[config.mk]
export PLATFORM = sky130hd
export DESIGN_NAME = mem_stage_wbuf_flat
export DESIGN_NICKNAME = d
export VERILOG_FILES = /design/src/rtl/mem_stage_wbuf_if.sv /design/src/rtl/mem_stage_wbuf.sv /design/src/flat_wrapper.sv
export SDC_FILE = /design/constraint.sdc
export NUM_CORES = 1
export LEC_CHECK = 0
export CORE_ASPECT_RATIO = 0.7
export CORE_UTILIZATION = 45
export DETAILED_ROUTE_END_ITERATION = 12
export HOLD_SLACK_MARGIN = 0.15
export MAX_ROUTING_LAYER = met4
export PLACE_DENSITY = 0.66
export SLEW_MARGIN = 10
export SYNTH_ARGS = -nofsm -noshare
export SYNTH_HDL_FRONTEND = slang
export SYNTH_SLANG_ARGS = --single-unit
[constraint.sdc]
create_clock -name clk -period 4.6 [get_ports clk]
set_input_delay 0.92 -clock clk [delete_from_list [all_inputs] [get_ports clk]]
set_output_delay 0.92 -clock clk [all_outputs]
set_load 0.03 [all_outputs]
[src/rtl/mem_stage_wbuf_if.sv]
// rtl/mem_stage_wbuf_if.sv - memory port bundle between the MEM stage and data memory
interface mem_stage_wbuf_if #(
  parameter int WORD_SIZE  = 16,
  parameter int ADDR_WIDTH = 16
);
  logic                  m_req;
  logic                  m_we;
  logic [ADDR_WIDTH-1:0] m_addr;
  logic [WORD_SIZE-1:0]  m_wdata;
  logic [WORD_SIZE-1:0]  m_rdata;
  logic                  m_ack;

  modport master (
    output m_req, m_we, m_addr, m_wdata,
    input  m_rdata, m_ack
  );

  modport slave (
    input  m_req, m_we, m_addr, m_wdata,
    output m_rdata, m_ack
  );
endinterface

[src/rtl/mem_stage_wbuf.sv]
// rtl/mem_stage_wbuf.sv - MEM stage with EX/MEM register, posted-store buffer and req/ack memory port
module mem_stage_wbuf #(
  parameter int WORD_SIZE    = 16,
  parameter int ADDR_WIDTH   = 16,
  parameter int WBUF_DEPTH   = 4,
  parameter int TARGET_WIDTH = 2
) (
  input  logic                    clk,
  input  logic                    reset,
  input  logic                    ex_mem_write,
  input  logic                    ex_valid,
  input  logic [WORD_SIZE-1:0]    ex_pc,
  input  logic [WORD_SIZE-1:0]    ex_alu_out,
  input  logic [WORD_SIZE-1:0]    ex_store_data,
  input  logic                    ex_mem_read,
  input  logic                    ex_mem_wr,
  input  logic                    ex_reg_write,
  input  logic [1:0]              ex_reg_write_src,
  input  logic [TARGET_WIDTH-1:0] ex_reg_write_target,
  input  logic                    ex_halted,
  output logic                    mem_valid,
  output logic [WORD_SIZE-1:0]    mem_pc,
  output logic [WORD_SIZE-1:0]    mem_alu_out,
  output logic                    mem_reg_write,
  output logic [1:0]              mem_reg_write_src,
  output logic [TARGET_WIDTH-1:0] mem_reg_write_target,
  output logic                    mem_halted,
  output logic [WORD_SIZE-1:0]    mem_load_data,
  output logic                    mem_stall,
  output logic                    drain_done,
  mem_stage_wbuf_if.master        mbus
);

  localparam int PTR_W = (WBUF_DEPTH > 1) ? $clog2(WBUF_DEPTH) : 1;
  localparam int CNT_W = PTR_W + 1;

  typedef enum logic [1:0] {IDLE, RD, WR} state_t;

  // EX/MEM register
  logic                    valid_q, valid_d;
  logic [WORD_SIZE-1:0]    pc_q, pc_d;
  logic [WORD_SIZE-1:0]    alu_q, alu_d;
  logic [WORD_SIZE-1:0]    sdata_q, sdata_d;
  logic                    rd_q, rd_d;
  logic                    wr_q, wr_d;
  logic                    rw_q, rw_d;
  logic [1:0]              src_q, src_d;
  logic [TARGET_WIDTH-1:0] tgt_q, tgt_d;
  logic                    halt_q, halt_d;
  // set once the held load/store has finished its memory action, so a held
  // instruction never pushes or loads twice
  logic                    op_done_q, op_done_d;
  logic [WORD_SIZE-1:0]    load_data_q, load_data_d;

  // store buffer, oldest entry at head
  logic [ADDR_WIDTH-1:0]   wb_addr_q [WBUF_DEPTH];
  logic [ADDR_WIDTH-1:0]   wb_addr_d [WBUF_DEPTH];
  logic [WORD_SIZE-1:0]    wb_data_q [WBUF_DEPTH];
  logic [WORD_SIZE-1:0]    wb_data_d [WBUF_DEPTH];
  logic [PTR_W-1:0]        head_q, head_d;
  logic [PTR_W-1:0]        tail_q, tail_d;
  logic [CNT_W-1:0]        count_q, count_d;

  // memory port FSM with registered outputs
  state_t                  state_q, state_d;
  logic                    m_req_q, m_req_d;
  logic                    m_we_q, m_we_d;
  logic [ADDR_WIDTH-1:0]   m_addr_q, m_addr_d;
  logic [WORD_SIZE-1:0]    m_wdata_q, m_wdata_d;

  logic [ADDR_WIDTH-1:0]   ld_addr;
  logic                    ld_active, st_active, full;
  logic                    hit, load_pending, push, pop, capture, rd_ack;
  logic [WORD_SIZE-1:0]    hit_data;
  logic [PTR_W-1:0]        scan_idx;

  assign ld_addr   = alu_q[ADDR_WIDTH-1:0];
  assign ld_active = valid_q & rd_q & ~op_done_q;
  assign st_active = valid_q & wr_q & ~op_done_q;
  assign full      = (count_q == CNT_W'(WBUF_DEPTH));

  // youngest-match search: walk oldest to youngest so later matches win
  always_comb begin
    hit      = 1'b0;
    hit_data = '0;
    scan_idx = '0;
    for (int i = 0; i < WBUF_DEPTH; i++) begin
      scan_idx = head_q + PTR_W'(i);
      if ((CNT_W'(i) < count_q) && (wb_addr_q[scan_idx] == ld_addr)) begin
        hit      = 1'b1;
        hit_data = wb_data_q[scan_idx];
      end
    end
  end

  assign load_pending = ld_active & ~hit;
  assign pop          = (state_q == WR) & mbus.m_ack;
  assign rd_ack       = (state_q == RD) & mbus.m_ack;
  assign push         = st_active & (~full | pop);
  assign mem_stall    = (st_active & full) | load_pending;
  assign capture      = ex_mem_write & ~mem_stall;

  // next-state for pipeline register, store buffer and memory port FSM
  always_comb begin
    valid_d     = valid_q;
    pc_d        = pc_q;
    alu_d       = alu_q;
    sdata_d     = sdata_q;
    rd_d        = rd_q;
    wr_d        = wr_q;
    rw_d        = rw_q;
    src_d       = src_q;
    tgt_d       = tgt_q;
    halt_d      = halt_q;
    op_done_d   = op_done_q;
    load_data_d = load_data_q;
    wb_addr_d   = wb_addr_q;
    wb_data_d   = wb_data_q;
    head_d      = head_q;
    tail_d      = tail_q;
    count_d     = count_q + CNT_W'(push) - CNT_W'(pop);
    state_d     = state_q;
    m_req_d     = m_req_q;
    m_we_d      = m_we_q;
    m_addr_d    = m_addr_q;
    m_wdata_d   = m_wdata_q;

    if (push | (ld_active & hit) | rd_ack) begin
      op_done_d = 1'b1;
    end
    if (ld_active & hit) begin
      load_data_d = hit_data;
    end else if (rd_ack) begin
      load_data_d = mbus.m_rdata;
    end

    if (capture) begin
      valid_d   = ex_valid;
      pc_d      = ex_pc;
      alu_d     = ex_alu_out;
      sdata_d   = ex_store_data;
      rd_d      = ex_mem_read;
      wr_d      = ex_mem_wr;
      rw_d      = ex_reg_write;
      src_d     = ex_reg_write_src;
      tgt_d     = ex_reg_write_target;
      halt_d    = ex_halted;
      op_done_d = 1'b0;
    end

    if (push) begin
      wb_addr_d[tail_q] = alu_q[ADDR_WIDTH-1:0];
      wb_data_d[tail_q] = sdata_q;
      tail_d            = tail_q + PTR_W'(1);
    end
    if (pop) begin
      head_d = head_q + PTR_W'(1);
    end

    case (state_q)
      IDLE: begin
        if (load_pending) begin
          state_d   = RD;
          m_req_d   = 1'b1;
          m_we_d    = 1'b0;
          m_addr_d  = ld_addr;
          m_wdata_d = '0;
        end else if (count_q != '0) begin
          state_d   = WR;
          m_req_d   = 1'b1;
          m_we_d    = 1'b1;
          m_addr_d  = wb_addr_q[head_q];
          m_wdata_d = wb_data_q[head_q];
        end
      end
      RD, WR: begin
        if (mbus.m_ack) begin
          state_d = IDLE;
          m_req_d = 1'b0;
          m_we_d  = 1'b0;
        end
      end
      default: begin
        state_d = IDLE;
        m_req_d = 1'b0;
        m_we_d  = 1'b0;
      end
    endcase
  end

  // state registers; reset empties the buffer and abandons any request
  always_ff @(posedge clk) begin
    if (reset) begin
      valid_q     <= 1'b0;
      pc_q        <= '0;
      alu_q       <= '0;
      sdata_q     <= '0;
      rd_q        <= 1'b0;
      wr_q        <= 1'b0;
      rw_q        <= 1'b0;
      src_q       <= '0;
      tgt_q       <= '0;
      halt_q      <= 1'b0;
      op_done_q   <= 1'b0;
      load_data_q <= '0;
      head_q      <= '0;
      tail_q      <= '0;
      count_q     <= '0;
      state_q     <= IDLE;
      m_req_q     <= 1'b0;
      m_we_q      <= 1'b0;
      m_addr_q    <= '0;
      m_wdata_q   <= '0;
    end else begin
      valid_q     <= valid_d;
      pc_q        <= pc_d;
      alu_q       <= alu_d;
      sdata_q     <= sdata_d;
      rd_q        <= rd_d;
      wr_q        <= wr_d;
      rw_q        <= rw_d;
      src_q       <= src_d;
      tgt_q       <= tgt_d;
      halt_q      <= halt_d;
      op_done_q   <= op_done_d;
      load_data_q <= load_data_d;
      wb_addr_q   <= wb_addr_d;
      wb_data_q   <= wb_data_d;
      head_q      <= head_d;
      tail_q      <= tail_d;
      count_q     <= count_d;
      state_q     <= state_d;
      m_req_q     <= m_req_d;
      m_we_q      <= m_we_d;
      m_addr_q    <= m_addr_d;
      m_wdata_q   <= m_wdata_d;
    end
  end

  assign mem_valid            = valid_q;
  assign mem_pc               = pc_q;
  assign mem_alu_out          = alu_q;
  assign mem_reg_write        = rw_q;
  assign mem_reg_write_src    = src_q;
  assign mem_reg_write_target = tgt_q;
  assign mem_halted           = halt_q;
  assign mem_load_data        = (ld_active & hit) ? hit_data : load_data_q;
  assign drain_done           = (count_q == '0) && (state_q == IDLE);

  assign mbus.m_req   = m_req_q;
  assign mbus.m_we    = m_we_q;
  assign mbus.m_addr  = m_addr_q;
  assign mbus.m_wdata = m_wdata_q;

endmodule

[src/flat_wrapper.sv]
// flat-port wrapper written by rule: the top's interface ports become plain ports
module mem_stage_wbuf_flat 
#(
  parameter int WORD_SIZE    = 16,
  parameter int ADDR_WIDTH   = 16,
  parameter int WBUF_DEPTH   = 4,
  parameter int TARGET_WIDTH = 2
)
  (clk, reset, ex_mem_write, ex_valid, ex_pc, ex_alu_out, ex_store_data, ex_mem_read, ex_mem_wr, ex_reg_write, ex_reg_write_src, ex_reg_write_target, ex_halted, mem_valid, mem_pc, mem_alu_out, mem_reg_write, mem_reg_write_src, mem_reg_write_target, mem_halted, mem_load_data, mem_stall, drain_done, mbus_m_req, mbus_m_we, mbus_m_addr, mbus_m_wdata, mbus_m_rdata, mbus_m_ack);
  mem_stage_wbuf_if #(.WORD_SIZE(WORD_SIZE), .ADDR_WIDTH(ADDR_WIDTH)) mbus_i ();
  input  logic clk;
  input  logic reset;
  input  logic ex_mem_write;
  input  logic ex_valid;
  input  logic [WORD_SIZE-1:0] ex_pc;
  input  logic [WORD_SIZE-1:0] ex_alu_out;
  input  logic [WORD_SIZE-1:0] ex_store_data;
  input  logic ex_mem_read;
  input  logic ex_mem_wr;
  input  logic ex_reg_write;
  input  logic [1:0] ex_reg_write_src;
  input  logic [TARGET_WIDTH-1:0] ex_reg_write_target;
  input  logic ex_halted;
  output logic mem_valid;
  output logic [WORD_SIZE-1:0] mem_pc;
  output logic [WORD_SIZE-1:0] mem_alu_out;
  output logic mem_reg_write;
  output logic [1:0] mem_reg_write_src;
  output logic [TARGET_WIDTH-1:0] mem_reg_write_target;
  output logic mem_halted;
  output logic [WORD_SIZE-1:0] mem_load_data;
  output logic mem_stall;
  output logic drain_done;
  output wire logic [$bits(mbus_i.m_req)-1:0] mbus_m_req;
  output wire logic [$bits(mbus_i.m_we)-1:0] mbus_m_we;
  output wire logic [$bits(mbus_i.m_addr)-1:0] mbus_m_addr;
  output wire logic [$bits(mbus_i.m_wdata)-1:0] mbus_m_wdata;
  input wire logic [$bits(mbus_i.m_rdata)-1:0] mbus_m_rdata;
  input wire logic [$bits(mbus_i.m_ack)-1:0] mbus_m_ack;
  assign mbus_m_req = mbus_i.m_req;
  assign mbus_m_we = mbus_i.m_we;
  assign mbus_m_addr = mbus_i.m_addr;
  assign mbus_m_wdata = mbus_i.m_wdata;
  assign mbus_i.m_rdata = mbus_m_rdata;
  assign mbus_i.m_ack = mbus_m_ack;
  mem_stage_wbuf #(.WORD_SIZE(WORD_SIZE), .ADDR_WIDTH(ADDR_WIDTH), .WBUF_DEPTH(WBUF_DEPTH), .TARGET_WIDTH(TARGET_WIDTH)) u_core (.clk(clk), .reset(reset), .ex_mem_write(ex_mem_write), .ex_valid(ex_valid), .ex_pc(ex_pc), .ex_alu_out(ex_alu_out), .ex_store_data(ex_store_data), .ex_mem_read(ex_mem_read), .ex_mem_wr(ex_mem_wr), .ex_reg_write(ex_reg_write), .ex_reg_write_src(ex_reg_write_src), .ex_reg_write_target(ex_reg_write_target), .ex_halted(ex_halted), .mem_valid(mem_valid), .mem_pc(mem_pc), .mem_alu_out(mem_alu_out), .mem_reg_write(mem_reg_write), .mem_reg_write_src(mem_reg_write_src), .mem_reg_write_target(mem_reg_write_target), .mem_halted(mem_halted), .mem_load_data(mem_load_data), .mem_stall(mem_stall), .drain_done(drain_done), .mbus(mbus_i));
endmodule
Run 1, signal metal coverage by tile:
21 x 15 tiles, from dark blue (low) to red (high), scaled to the fullest tile. Values are wire area over tile area, all layers added.
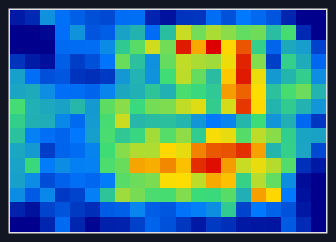
fullest tile: 0.54
tiles over half the peak: 31%
emptiest ninth of the die: north-west
mean over tiles: 0.21
nearly empty tiles: 5.1%
wire per inst: 21.49 µm
final wirelength: 39410 µm
vias post-DR: 10690

Run 1, clock routing:
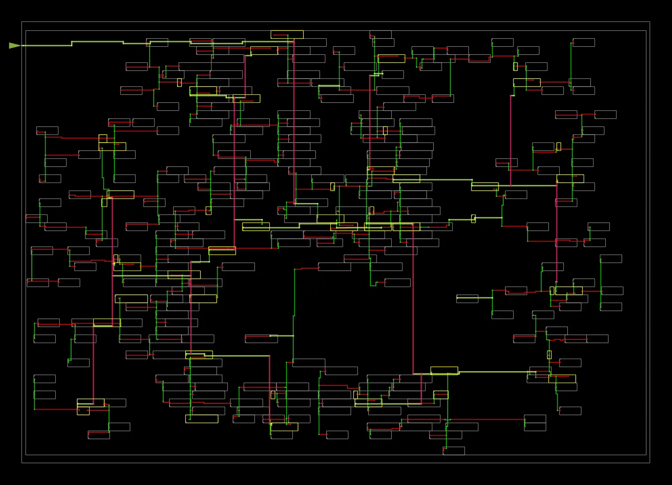
clk_buf instances: 34
worst skew pair latency: 540 ps

Run 1, clock wires, drivers and flops:
Scale bar: 50 µm.
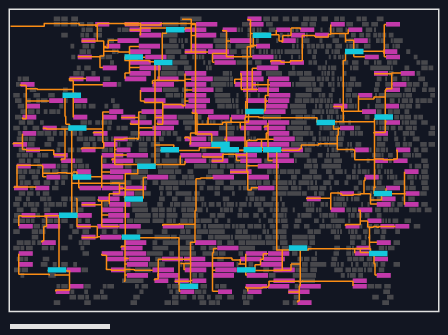
[orange] clock wires | length: 3150 µm
[cyan] cells driving clock nets | count: 26
[magenta] flip-flops | count: 244
flops lie: spread over the die
Clock Power: 2.18 mW
Fin Clk Skew: 21.27 ps

==> flow_summary.json, run 1 <==
{
  "status": "finished with violations",
  "violations": "setup timing",
  "top_layer": "met4",
  "hold_start": "u_core.mbus.m_wdata[5]$_SDFFE_PP0P_",
  "die_x_um": 213.3,
  "wl_met2_um": 14860,
  "maxPowerGroup": "registers",
  "rows": 53,
  "utilization_pct": 57.42,
  "hpwl_um": 28020,
  "grt_use_met1_pct": 39.56,
  "stdcell_area_mm2": 0.01744,
  "worst-path-buf-inv": 5,
  "p_total_mw": 6.867,
  "common_cells": "mux2i_1, edfxtp_1, dfxtp_1",
  "period_used_pct": 100.6,
  "logic_gates": 857,
  "xor_share_pct": 4.048,
  "powerDensity_mw_per_mm2": 393.7,
  "critPathKind": "flip-flop to output port",
  "comb_area_share_pct": 42.16,
  "enable_flop_cells": 128,
  "timing.max_cap.violations": 0,
  "htreeDepth": 1,
  "cts.repair.resized": 16,
  "syn_nets": 1335,
  "path_cells": "buf_12, buf_4, mux4_2, xnor2_2, nand3_1, a211o_1, or4_4, a41oi_4, buf_12, buf_16, mux2i_1, buf_4",
  "setup_tns_ps": -158.3,
  "crit_slowest_cell": "or4_4",
  "cts_buffers": 26,
  "setup_viol": 11,
  "finalMaxSlewViolations": 0,
  "chipArea_mm2": 0.03198,
  "grt_pass1_wl_um": 59570,
  "die_h_um": 149.9,
  "ys_sh_aoi_pct": 9.946,
  "cts.sinks": 244,
  "clk_pin_slew_ps": 60,
  "fin_nets": 1491,
  "ff_type": "edfxtp_1",
  "largest_class": "multi-input combinational cells",
  "r2r_setup_slack_ps": 940,
  "clock.fmax_ghz": 0.2162,
  "simple_gate_share_pct": 13.42,
  "holdPathEnd": "u_core.mbus.m_wdata[5]$_SDFFE_PP0P_",
  "reg2reg_depth": 12,
  "inverters": 31,
  "syn_inst": 1246,
  "placed_area_mm2": 0.01608,
  "core-area_mm2": 0.03037,
  "cts_root_buf": "clkbuf_16",
  "clkCellAreaFrac_pct": 5.065,
  "leakage_nw": 5.921,
  "use_met2_pct": 31.09,
  "design.seq.count": 244,
  "ir_drop_uv": 308.5,
  "final_antenna_net_count": 0,
  "fin_cells": 1834,
  "yosysTopAreaCell": "edfxtp_1",
  "startpoint": "u_core.head_q[0]$_SDFFE_PP0P_",
  "ys_sh_adder_pct": 1.121,
  "wl_met1_um": 19200,
  "swShare_pct": 31.54,
  "seq_power_mw": 2.57,
  "hold_path.class": "flip-flop to flip-flop",
  "fin_ws_ps": -25.97,
  "ys_top_logic_family": "multiplexers",
  "place_congestion": 0.9459,
  "viasPerCell": 5.831,
  "p_seq_share_pct": 37.5,
  "nonClkBufAreaFrac_pct": 13.75,
  "dp_slack_ps": 121.1,
  "drc": 0,
  "overflow": 0,
  "worstHoldPathCells": 2,
  "fp_util_pct": 46.31,
  "seq_area_mm2": 0.006173,
  "postCtsHoldBufs": 0,
  "n_tap_cell": 412,
  "syn_area_per_cell_um2": 11.29,
  "seq_area_share_pct": 35.40,
  "syn_to_final_growth_pct": 24.00,
  "cts_setup_buffers": 16,
  "drt-pass1-iter-count": 6,
  "crit_end": "mem_load_data[11]",
  "slew_headroom_pct": 25.68
}
-- run 1: placed cells by master, fill, tap and decap left out, drive strengths merged, types with 7 or more instances in the layout --
| cell type | count |
|---|---|
| clkinv | 7 |
| edfxtp | 128 |
| a2111oi | 12 |
| xor2 | 18 |
| and3 | 18 |
| nor3 | 22 |
| nand2b | 115 |
| mux4 | 71 |
| ha | 11 |
| and2 | 9 |
| clkbuf | 35 |
| dfxtp | 116 |
| mux2 | 23 |
| nand2 | 55 |
| xnor2 | 47 |
| mux2i | 130 |
| clkdlybuf4s50 | 149 |
| inv | 32 |
| a31oi | 17 |
| o21ai | 17 |
| nand3 | 8 |
| a211o | 18 |
| nor4 | 25 |
| buf | 90 |
| a211oi | 59 |
| nor2 | 82 |
| a21oi | 57 |
--- run 2 (diff from run 1) ---
--- a/config.mk
+++ b/config.mk
@@ -8,3 +8,3 @@
 export CORE_ASPECT_RATIO = 0.7
-export CORE_UTILIZATION = 45
+export CORE_UTILIZATION = 57
 export DETAILED_ROUTE_END_ITERATION = 12
@@ -12,3 +12,3 @@
 export MAX_ROUTING_LAYER = met4
-export PLACE_DENSITY = 0.66
+export PLACE_DENSITY = 0.8
 export SLEW_MARGIN = 10
==> constraint.sdc (replaced) <==
create_clock -name clk -period 4.6 [get_ports clk]
set_input_delay 0.69 -clock clk [delete_from_list [all_inputs] [get_ports clk]]
set_output_delay 0.69 -clock clk [all_outputs]
set_load 0.03 [all_outputs]
Run 2, clock wires, drivers and flops:
Scale bar: 50 µm.
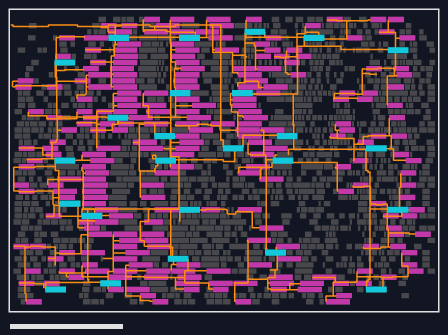
[cyan] cells driving clock nets | count: 25
[orange] clock wires | length: 2860 µm
[magenta] flip-flops | count: 244
routed clock nets: 26
clock share of power: 30.9%
Fin Clk Skew: 10.82 ps
Clock Power: 2.08 mW

==> flow_summary.json, run 2 <==
{
  "slew_headroom_pct": 23.64,
  "seq_area_mm2": 0.006173,
  "simple_gate_share_pct": 13.42,
  "overflow": 0,
  "design.seq.count": 244,
  "r2r_setup_slack_ps": 790,
  "cts.repair.resized": 3,
  "syn_nets": 1335,
  "n_tap_cell": 318,
  "cts_root_buf": "clkbuf_16",
  "clkCellAreaFrac_pct": 4.975,
  "fp_util_pct": 58.76,
  "clock_buffers": 37,
  "viasPerCell": 6.327,
  "clock.fmax_ghz": 0.2213,
  "ir_drop_uv": 382.0,
  "finalMaxSlewViolations": 0,
  "cts_buffer_depth": 3,
  "worstPathRequired_ps": 3910,
  "drc": 0,
  "buffers": 238,
  "grt_pass1_wl_um": 60690,
  "yosysTopAreaCell": "edfxtp_1",
  "chipArea_mm2": 0.02532,
  "finalCriticalPeriod_ps": 4518,
  "hpwl_um": 27920,
  "worstHoldPathCells": 2,
  "routed-via-count": 10960,
  "placed_area_mm2": 0.01592,
  "ys_top_logic_family": "multiplexers",
  "arrival_ps": 3830,
  "die_h_um": 133.4,
  "lay_top_count": "clkdlybuf4s50_1",
  "seq_area_share_pct": 36.15,
  "ff_type": "edfxtp_1",
  "logic_gates": 856,
  "ys_chip_area_mm2": 0.01406,
  "p_total_mw": 6.732,
  "syn_inst": 1246,
  "wl_per_cell_um": 22.89,
  "fin_nets": 1485,
  "yosysUniqueCellTypes": 60,
  "hold_path.class": "flip-flop to flip-flop",
  "status": "finished clean",
  "place_congestion": 1.025,
  "holdPathEnd": "u_core.mbus.m_wdata[6]$_SDFFE_PP0P_",
  "common_cells": "mux2i_1, edfxtp_1, dfxtp_1",
  "powerDensity_mw_per_mm2": 394.2,
  "core-area_mm2": 0.02393,
  "clock_latency_ps": 540,
  "xor_share_pct": 4.048,
  "ys_sh_adder_pct": 1.121,
  "crit_end": "mem_load_data[14]",
  "timing.max_cap.violations": 0,
  "critPathKind": "flip-flop to output port",
  "dp_slack_ps": 349.9,
  "setup_viol": 0,
  "leakage_nw": 5.847,
  "period_used_pct": 98.21,
  "final_antenna_net_count": 0,
  "most-common-layout-cells": "clkdlybuf4s50_1, edfxtp_1, mux2i_1",
  "drt_iter0_drc": 1285,
  "syn_to_final_growth_pct": 21.41,
  "setup_tns_ps": 0,
  "fin_ws_ps": 82.21,
  "stdcell_area_mm2": 0.01708,
  "clk_pin_slew_ps": 70,
  "ys_ff": 244,
  "r2r-start": "u_core.head_q[1]$_SDFFE_PP0P_",
  "enable_flop_cells": 128,
  "rows": 47,
  "cts_setup_buffers": 12,
  "utilization_pct": 71.35,
  "fin_cells": 1733,
  "comb_area_share_pct": 42.29,
  "postCtsHoldBufs": 0,
  "inverters": 31,
  "drt_wl_total_um": 39660,
  "cts.sinks": 244,
  "largest_class": "multi-input combinational cells",
  "die_x_um": 189.8,
  "hold_start": "u_core.mbus.m_wdata[6]$_SDFFE_PP0P_",
  "cts_buffers": 25,
  "nonClkBufAreaFrac_pct": 13.57,
  "ys_sh_aoi_pct": 9.946,
  "htreeDepth": 1,
  "drt-pass1-iter-count": 5,
  "startpoint": "u_core.head_q[0]$_SDFFE_PP0P_",
  "syn_area_per_cell_um2": 11.29,
  "reg2reg_depth": 12
}
## run 2: layer usage
metal	vias to the layer above	share of wire, %	routed length [µm]	global-route usage (%)
met5	-	0	0	-
met4	0	1.3	520	4.435
met3	51	14	5695	13.15
met2	684	39	15340	39.56
met1	5292	46	18110	49.83
li1	4937	-	-	-
## run 2: critical path, cell delays in order (launching register included)
cell	delay, ps
dfxtp_4	390
buf_12	180
mux4_2	520
xor2_1	190
a2111oi_2	430
nand2_1	110
or4_4	450
a41oi_4	260
buf_12	160
buf_12	130
mux2i_1	240
buf_4	200
## run 2: power breakdown
part / switching (mW) / internal, mW
combinational: 1.16 / 0.914
sequential: 0.142 / 2.44
clock: 0.846 / 1.23
--- run 3 (diff from run 2) ---
Settings changed: ABC_AREA set to 0.
Run 3, placed cells, one color a class:
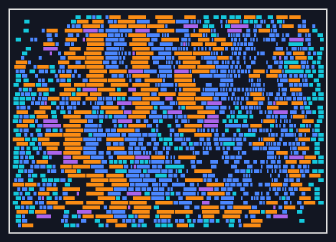
[orange] flip-flops | cells: 244 | share of their area: 37%
[cyan] other buffers and delay cells | cells: 238 | share of their area: 14%
[purple] clock drivers and dummy loads | cells: 46 | share of their area: 5.1%
[blue] all other logic | cells: 887 | share of their area: 44%
sequential share of cell area: 36.15%
# rows: 47
fin area: 0.01708 mm²

==> flow_summary.json, run 3 <==
{
  "clock_latency_ps": 540,
  "finalCriticalPeriod_ps": 4518,
  "powerDensity_mw_per_mm2": 394.2,
  "seq_power_mw": 2.58,
  "crit_slowest_cell": "mux4_2",
  "drt_iter0_drc": 1285,
  "clock.fmax_ghz": 0.2213,
  "crit_end": "mem_load_data[14]",
  "yosysTopAreaCell": "edfxtp_1",
  "fp_util_pct": 58.76,
  "timing.max_cap.violations": 0,
  "hold_start": "u_core.mbus.m_wdata[6]$_SDFFE_PP0P_",
  "clk_pin_slew_ps": 70,
  "p_seq_share_pct": 38.4,
  "wl_met1_um": 18110,
  "wl_met2_um": 15340,
  "cts.sinks": 244,
  "most-common-layout-cells": "clkdlybuf4s50_1, edfxtp_1, mux2i_1",
  "arrival_ps": 3830,
  "syn_inst": 1246,
  "leakage_nw": 5.847,
  "pg_comb_mw": 2.07,
  "setup_viol": 0,
  "p_int_mw": 4.587,
  "critPathKind": "flip-flop to output port",
  "met3_length_um": 5695,
  "cts_buffer_depth": 3,
  "wl_per_cell_um": 22.89,
  "fin_ws_ps": 82.21,
  "lay_top_count": "clkdlybuf4s50_1",
  "ir_drop_uv": 382.0,
  "swShare_pct": 31.86,
  "path_cells": "buf_12, mux4_2, xor2_1, a2111oi_2, nand2_1, or4_4, a41oi_4, buf_12, buf_12, mux2i_1, buf_4",
  "htreeDepth": 1,
  "postCtsHoldBufs": 0,
  "comb_power_share_pct": 30.8,
  "ys_chip_area_mm2": 0.01406,
  "ys_sh_adder_pct": 1.121,
  "final_antenna_net_count": 0,
  "drt-pass1-iter-count": 5,
  "status": "finished clean",
  "r2r_setup_slack_ps": 790,
  "dp_slack_ps": 349.9,
  "simple_gate_share_pct": 13.42,
  "ys_sh_aoi_pct": 9.946,
  "crit_top_cell": "buf_12",
  "p_total_mw": 6.732,
  "hpwl_um": 27920,
  "syn_to_final_growth_pct": 21.41,
  "die_x_um": 189.8,
  "cts_root_buf": "clkbuf_16",
  "place_congestion": 1.025,
  "fin_nets": 1485,
  "viasPerCell": 6.327,
  "drt_wl_total_um": 39660,
  "xor_share_pct": 4.048,
  "critical-path-max-stage-delay_ps": 520,
  "ys_top_logic_family": "multiplexers",
  "ff_type": "edfxtp_1",
  "chipArea_mm2": 0.02532,
  "cts.repair.resized": 3,
  "startpoint": "u_core.head_q[0]$_SDFFE_PP0P_"
}
-- run 3: cell counts after synthesis --
No cell type changed its count.
-- run 3: metal layers --
layer | up-vias | track usage, %
met5 | - | -
met4 | 0 | 4.435
met2 | 684 | 39.56
met3 | 51 | 13.15
li1 | 4937 | -
met1 | 5292 | 49.83
-- run 3: critical path: cells and delay by family (launching register included) --
kind            cells  cell delay [ps]
mux                 2              760
compound gates      2              690
xor+xnor            1              190
flops               1              390
buf+inv             4              670
simple gates        2              560
-- run 3: area by class of cell --
class                           count  area (µm²)
Multi-Input combinational cell    856        7222
Fill cell                        1715        6858
Sequential cell                   244        6173
Timing Repair Buffer              238        2317
Clock buffer                       37       742.0
Tap cell                          318       397.9
Inverter                           31       116.4
Clock inverter                      9       107.6
Power is estimated from default activity; no workload was simulated.
